Fig. 1: run 1, signal wires on met2
Drawn at 1.5 px/um.
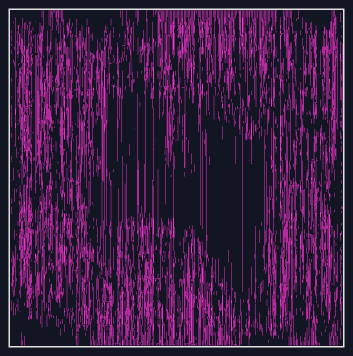
Fig. 2: run 1, floorplan with the power grid
Drawn at 1.5 px/um. Pins as bars on the die edge.
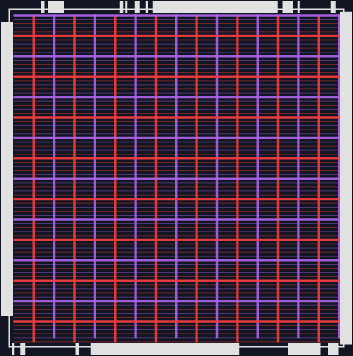
Fig. 3: run 1, where the registers sit
Drawn at 1.5 px/um. Other sequential cells in the stronger gray, the rest of the logic in the fainter gray.
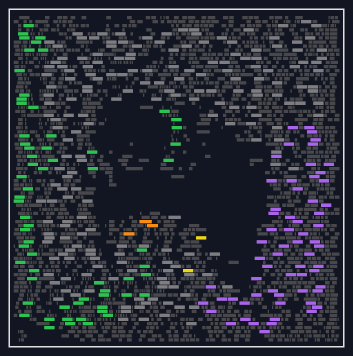
Fig. 4: run 1, clock routing
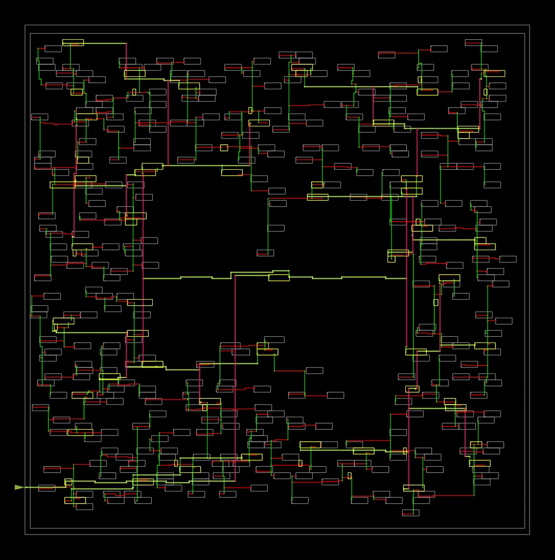
File: src/rtl/csr_trap_seq.sv
// Trap-entry / MRET sequencer driving the CSR file read port and three write ports.
// Optional: define CSR_TRAP_VECTORED_EN to honour mtvec vectored mode for interrupts.
module csr_trap_seq (
    input  logic        clk,
    input  logic        rst,
    input  logic        trap_valid,
    input  logic [63:0] trap_cause,
    input  logic [63:0] trap_pc,
    input  logic [63:0] trap_tval,
    input  logic        mret_valid,
    output logic        ready,
    output logic [11:0] read_target,
    input  logic [63:0] read_data,
    output logic        wdEn,
    output logic        wdEn2,
    output logic        wdEn3,
    output logic [11:0] write_target,
    output logic [11:0] write_target2,
    output logic [11:0] write_target3,
    output logic [63:0] write_data,
    output logic [63:0] write_data2,
    output logic [63:0] write_data3,
    output logic        redirect_valid,
    output logic [63:0] redirect_pc,
    output logic [1:0]  priv_mode
);
    localparam logic [11:0] CSR_MSTATUS = 12'h300;
    localparam logic [11:0] CSR_MTVEC   = 12'h305;
    localparam logic [11:0] CSR_MEPC    = 12'h341;
    localparam logic [11:0] CSR_MCAUSE  = 12'h342;
    localparam logic [11:0] CSR_MTVAL   = 12'h343;

    typedef enum logic [2:0] {IDLE, RD_VEC, RD_STATUS, WR_MAIN, WR_TVAL, REDIRECT} state_t;

    state_t      state, state_nx;
    logic        is_mret;
    logic [63:0] pc_q, cause_q, tval_q, vec_q, st_q;
    logic [1:0]  priv_q;
    logic [63:0] trap_tgt;
    logic [63:0] st_trap, st_mret;

    always_ff @(posedge clk) begin
        if (rst) begin
            state     <= IDLE;
            priv_mode <= 2'd3;
            is_mret   <= 1'b0;
            pc_q      <= '0;
            cause_q   <= '0;
            tval_q    <= '0;
            vec_q     <= '0;
            st_q      <= '0;
            priv_q    <= '0;
        end else begin
            state <= state_nx;
            case (state)
                IDLE: if (trap_valid || mret_valid) begin
                    is_mret <= !trap_valid;
                    pc_q    <= trap_pc;
                    cause_q <= trap_cause;
                    tval_q  <= trap_tval;
                    priv_q  <= priv_mode;
                end
                RD_VEC:    vec_q <= read_data;
                RD_STATUS: st_q  <= read_data;
                REDIRECT:  priv_mode <= is_mret ? st_q[12:11] : 2'd3;
                default: ;
            endcase
        end
    end

`ifdef CSR_TRAP_VECTORED_EN
    always_comb begin
        trap_tgt = {vec_q[63:2], 2'b00};
        if (vec_q[1:0] == 2'b01 && cause_q[63])
            trap_tgt = {vec_q[63:2], 2'b00} + {cause_q[61:0], 2'b00};
    end
`else
    assign trap_tgt = {vec_q[63:2], 2'b00};
`endif

    // MIE/MPIE/MPP shuffles for trap entry and return
    always_comb begin
        st_trap        = st_q;
        st_trap[7]     = st_q[3];
        st_trap[3]     = 1'b0;
        st_trap[12:11] = priv_q;
        st_mret        = st_q;
        st_mret[3]     = st_q[7];
        st_mret[7]     = 1'b1;
        st_mret[12:11] = 2'b00;
    end

    always_comb begin
        state_nx       = state;
        ready          = 1'b0;
        read_target    = '0;
        wdEn           = 1'b0;
        wdEn2          = 1'b0;
        wdEn3          = 1'b0;
        write_target   = '0;
        write_target2  = '0;
        write_target3  = '0;
        write_data     = '0;
        write_data2    = '0;
        write_data3    = '0;
        redirect_valid = 1'b0;
        redirect_pc    = '0;
        case (state)
            IDLE: begin
                ready = 1'b1;
                if (trap_valid || mret_valid) state_nx = RD_VEC;
            end
            RD_VEC: begin
                read_target = is_mret ? CSR_MEPC : CSR_MTVEC;
                state_nx    = RD_STATUS;
            end
            RD_STATUS: begin
                read_target = CSR_MSTATUS;
                state_nx    = WR_MAIN;
            end
            WR_MAIN: begin
                wdEn         = 1'b1;
                write_target = CSR_MSTATUS;
                if (is_mret) begin
                    write_data = st_mret;
                    state_nx   = REDIRECT;
                end else begin
                    write_data    = st_trap;
                    wdEn2         = 1'b1;
                    write_target2 = CSR_MEPC;
                    write_data2   = {pc_q[63:1], 1'b0};
                    wdEn3         = 1'b1;
                    write_target3 = CSR_MCAUSE;
                    write_data3   = cause_q;
                    state_nx      = WR_TVAL;
                end
            end
            WR_TVAL: begin
                wdEn         = 1'b1;
                write_target = CSR_MTVAL;
                write_data   = tval_q;
                state_nx     = REDIRECT;
            end
            REDIRECT: begin
                redirect_valid = 1'b1;
                redirect_pc    = is_mret ? vec_q : trap_tgt;
                state_nx       = IDLE;
            end
            default: state_nx = IDLE;
        endcase
        // a reset cycle cancels the write still pending in this state
        if (rst) begin
            wdEn  = 1'b0;
            wdEn2 = 1'b0;
            wdEn3 = 1'b0;
        end
    end
endmodule

File: config.mk
export PLATFORM = sky130hd
export DESIGN_NAME = csr_trap_seq
export DESIGN_NICKNAME = d
export VERILOG_FILES = /design/src/rtl/csr_trap_seq.sv
export SDC_FILE = /design/constraint.sdc
export NUM_CORES = 1
export LEC_CHECK = 0
export CORE_AREA = 2 2 220 222
export DETAILED_ROUTE_END_ITERATION = 10
export DIE_AREA = 0 0 222 224
export GPL_TIMING_DRIVEN = 0
export PLACE_DENSITY = 0.66
export SYNTH_ARGS = -nofsm -noshare
export SYNTH_HDL_FRONTEND = slang
export SYNTH_SLANG_ARGS = --single-unit
File: constraint.sdc
create_clock -name clk -period 1.85 [get_ports clk]
set_input_delay 0.37 -clock clk [delete_from_list [all_inputs] [get_ports clk]]
set_output_delay 0.37 -clock clk [all_outputs]
set_load 0.05 [all_outputs]
==> results.tsv, run 1 <==
stage	metric	value	unit
run_status	status	finished with violations	
run_status	failed_checks	negative setup slack	
die	fp.dieH	224	um
critical_path	cpMaxStageDelayCell	dfxtp_2	
critical_path	critPathRequiredTime	1.48	ns
routing	dr.pass1.iters	4	
power_and_ir_drop	combPwrFrac	41.2	%
clock_network	clock-sinks	327	
synthesis	yosysUniqueCellTypes	31	
layout	comb_area_share	33.5	%
placement	place_congestion	0.885	
synthesis	simple_gate_share	29.9	%
clock_network	clk_pin_slew	0.06	ns
power_and_ir_drop	largestPowerGroup	combinational cells	
global_routing	grt_max_degree	18	
synthesis	adder_share	0	%
final_timing	min_period	2.58	ns
routing	route.met3.wl	5.38	mm
routing	vias	14400	
die	tap_cells	615	
final_timing	setup_viol	284	
placement	place_ws	-1.92	ns
power_and_ir_drop	internal_power	20.2	mW
final_timing	rsz0062_at_grt	yes	
global_routing	met3_usage	8.25	%
global_routing	met2_usage	41.8	%
power_and_ir_drop	ir_drop	678	uV
synthesis	ys_top_cells_by_area	dfxtp_1, nand2b_1, mux2i_1	
global_routing	top_usage_layer	met2	
critical_path	slowest_delay	0.34	ns
power_and_ir_drop	switching_power	11.1	mW
clock_network	root_buffer	clkbuf_16	
synthesis	netlist_area	15700	um2
critical_path	critPathKind	reg -> out	
min_path	min_path_type	in -> reg	
final_timing	fin_ws	-0.730	ns
layout	nets	2685	
final_timing	relSlewSlack	35.1	%
placement	dp.final_hpwl	46.2	mm
critical_path	startpoint	state[1]$_SDFFE_PP0P_	
synthesis	most_common_cell	nand2b_1	
synthesis	ys_seq_elements	327	
critical_path	path_delay_family	simple AND/OR/NAND/NOR gates	
final_timing	setup_tns	-166.74	ns
clock_network	cts_tree	yes	
layout	comb_cells	1281	
synthesis	syn_inst	1773	
die	fp_util	33.3	%
routing	wl	61.7	mm
critical_path	reg2reg_from	state[1]$_SDFFE_PP0P_	
layout	seq-cell-share	25.6	%
critical_path	rr_worst_depth	8	
final_timing	slew_violations	0	
critical_path	crit_arrival	2.21	ns
critical_path	end_kind	output port	
layout	lay_top_cells	nand2b_1, dfxtp_1, clkdlybuf4s50_1	
critical_path	cp.buffers_inverters	5	
power_and_ir_drop	p_leak	10.8	nW
synthesis	yosysCellCount	1773	
Notes on Fig. 1 above:
share of all routed wire: 50%
nets with wire on the layer: 2313

Notes on Fig. 2 above:
| color | net |
|---|---|
| red | VSS |
| purple | VDD |
met1 rails: 81
met5 straps: 16
met4 straps: 16

Notes on Fig. 3 above:
| color | name in the netlist | sequential cells |
|---|---|---|
| yellow | priv_q | 2 |
| purple | pc_q | 63 |
| green | vec_q | 64 |
| orange | state | 3 |

Notes on Fig. 4 above:
CTS Buf Count: 40
Late-Pin Clk Latency: 0.55 ns
clk pwr: 8.19 mW
clock buf count: 62
FF+latch count: 327

Fig. 5: run 1, placement density heat map
Drawn at 1.5 px/um. The die is cut into 22 by 22 equal tiles; black is low, pale yellow is high, 0 to 100% covered.
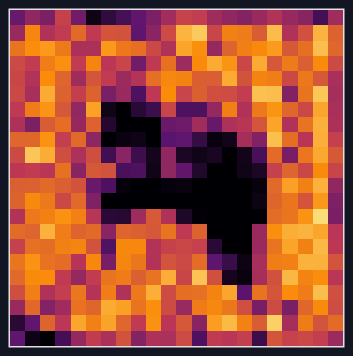

==> run 2: changes to the inputs <==
--- a/config.mk
+++ b/config.mk
@@ -5,6 +5,7 @@
 export SDC_FILE = /design/constraint.sdc
 export NUM_CORES = 1
 export LEC_CHECK = 0
+export ABC_AREA = 1
 export CORE_AREA = 2 2 220 222
 export DETAILED_ROUTE_END_ITERATION = 10
 export DIE_AREA = 0 0 222 224
==> constraint.sdc (replaced) <==
create_clock -name clk -period 2.8 [get_ports clk]
set_input_delay 0.56 -clock clk [delete_from_list [all_inputs] [get_ports clk]]
set_output_delay 0.56 -clock clk [all_outputs]
set_load 0.05 [all_outputs]
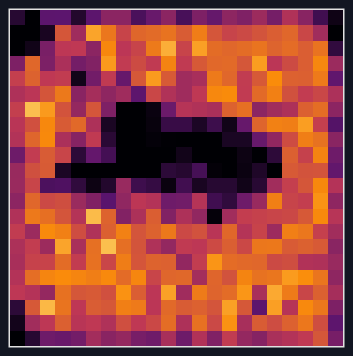
Fig. 6. Placement density heat map (run 2).
Drawn at 1.5 px/um. The die is cut into 22 by 22 equal tiles; black is low, pale yellow is high, 0 to 100% covered.
nearly empty tiles: 7.2%
mean over tiles: 46%
fullest tile: 86%
emptiest ninth of the die: center

==> results.tsv, run 2 <==
stage	metric	value	unit	change
synthesis	netlist_area	16700	um2	was 15700 um2
layout	fillers	5074		was 4256
synthesis	most_common_cell	inv_1		was nand2b_1
clock_network	clock-sinks	327		unchanged
critical_path	crit_arrival	2.16	ns	was 2.21 ns
layout	layout_top_cell	inv_1		was nand2b_1
routing	route.met3.wl	4.52	mm	was 5.38 mm
critical_path	worst-path-stages	7		was 8
final_timing	relSlewSlack	40.3	%	was 35.1%
min_path	holdPathEnd	vec_q[41]$_SDFFE_PP0P_		was tval_q[32]$_SDFFE_PP0P_
critical_path	end_kind	output port		unchanged
global_routing	top_usage_layer	met2		unchanged
power_and_ir_drop	combPwrFrac	24.6	%	was 41.2%
power_and_ir_drop	p_per_area	585	nW/um2	was 1230 nW/um2
layout	seq_cell_count	327		unchanged
die	fp.dieH	224	um	unchanged
final_timing	min_period	2.72	ns	
layout	largestClassByArea	registers		was combinational gates
critical_path	slowest_delay	0.32	ns	was 0.34 ns
power_and_ir_drop	clk-power	5.07	mW	was 8.19 mW
final_timing	fin_ws	0.0770	ns	was -0.730 ns
clock_network	root_buffer	clkbuf_16		unchanged
power_and_ir_drop	largestPowerGroup	registers		was combinational cells
routing	wl_met2	29.0	mm	was 30.9 mm
routing	first_iter_violations	1146		was 572
clock_network	clk_pin_slew	0.06	ns	about the same
critical_path	reg2reg_from	state[0]$_SDFFE_PP0P_		was state[1]$_SDFFE_PP0P_
layout	nets	3592		was 2685
die	dieArea	49700	um2	unchanged
routing	dr.pass1.iters	5		was 4
critical_path	rr_worst_depth	8		unchanged
global_routing	met2_usage	40.7	%	was 41.8%
synthesis	yosysCellCount	2719		was 1773
clock_network	cts-buffers-inserted	39		was 40
clock_network	cts.htree.levels	2		unchanged
run_status	status	complete, no violations		was finished with violations
synthesis	adder_share	0	%	unchanged
routing	vias	17800		was 14400
routing	via_per_inst	4.48		was 4.68
synthesis	largest_area_cell	dfxtp_1		unchanged
global_routing	grt_pass1_vias	16700		was 14800
synthesis	syn_inst	2719		was 1773
layout	buffers	771		was 772
final_timing	setup_tns	0	ns	was -166.74 ns
synthesis	top_area_share	39.2	%	was 41.6%
synthesis	ys_top_cells_by_area	dfxtp_1, inv_1, nand2_1		was dfxtp_1, nand2b_1, mux2i_1
critical_path	critPathRequiredTime	2.24	ns	was 1.48 ns
layout	comb_cells	1480		was 1281
die	fp_util	35.2	%	was 33.3%
power_and_ir_drop	internal_power	9.38	mW	was 20.2 mW
routing	top_layer_used	met5		unchanged
layout	lay_top_cells	inv_1, nand2_1, nor2_1		was nand2b_1, dfxtp_1, clkdlybuf4s50_1
layout	seq-cell-share	27.8	%	was 25.6%
synthesis	ys_warn_count	0		unchanged
synthesis	simple_gate_share	31.2	%	was 29.9%
power_and_ir_drop	p_leak	12.2	nW	was 10.8 nW
power_and_ir_drop	switching_power	4.42	mW	was 11.1 mW
final_timing	slew_violations	0		unchanged
synthesis	yosysUniqueCellTypes	19		was 31
min_path	min_path_type	reg -> reg		was in -> reg
global_routing	grt_max_degree	13		was 18
die	tap_cells	615		unchanged
routing	wl	63.0	mm	was 61.7 mm
critical_path	cpMaxStageDelayCell	clkdlybuf4s15_2		was dfxtp_2
placement	place_ws	-0.990	ns	was -1.92 ns
layout	utilization	49.8	%	was 54.0%
critical_path	critPathKind	reg -> out		unchanged
placement	place_congestion	0.870		was 0.885
die	die_w	222	um	unchanged
layout	comb_area_share	27.4	%	was 33.5%
critical_path	path_delay_family	buffers and inverters		was simple AND/OR/NAND/NOR gates
clock_network	cts_tree	yes		unchanged
critical_path	regToRegEndpoint	tval_q[62]$_SDFFE_PP0P_		was vec_q[27]$_SDFFE_PP0P_
critical_path	startpoint	state[1]$_SDFFE_PP0P_		unchanged
layout	clkbuf_count	60		was 62
power_and_ir_drop	ir_drop	389	uV	was 678 uV
final_timing	max_clock_freq	0.367	GHz	
synthesis	xor_share	0	%	was 0.0556%
synthesis	ys_seq_elements	327		unchanged
critical_path	cp.buffers_inverters	5		unchanged
placement	dp.final_hpwl	48.5	mm	was 46.2 mm
global_routing	met3_usage	5.26	%	was 8.25%
final_timing	setup_viol	0		was 284
clock_network	clkLatencyLatePin	0.56	ns	was 0.55 ns
Power and IR drop assume default switching activity.
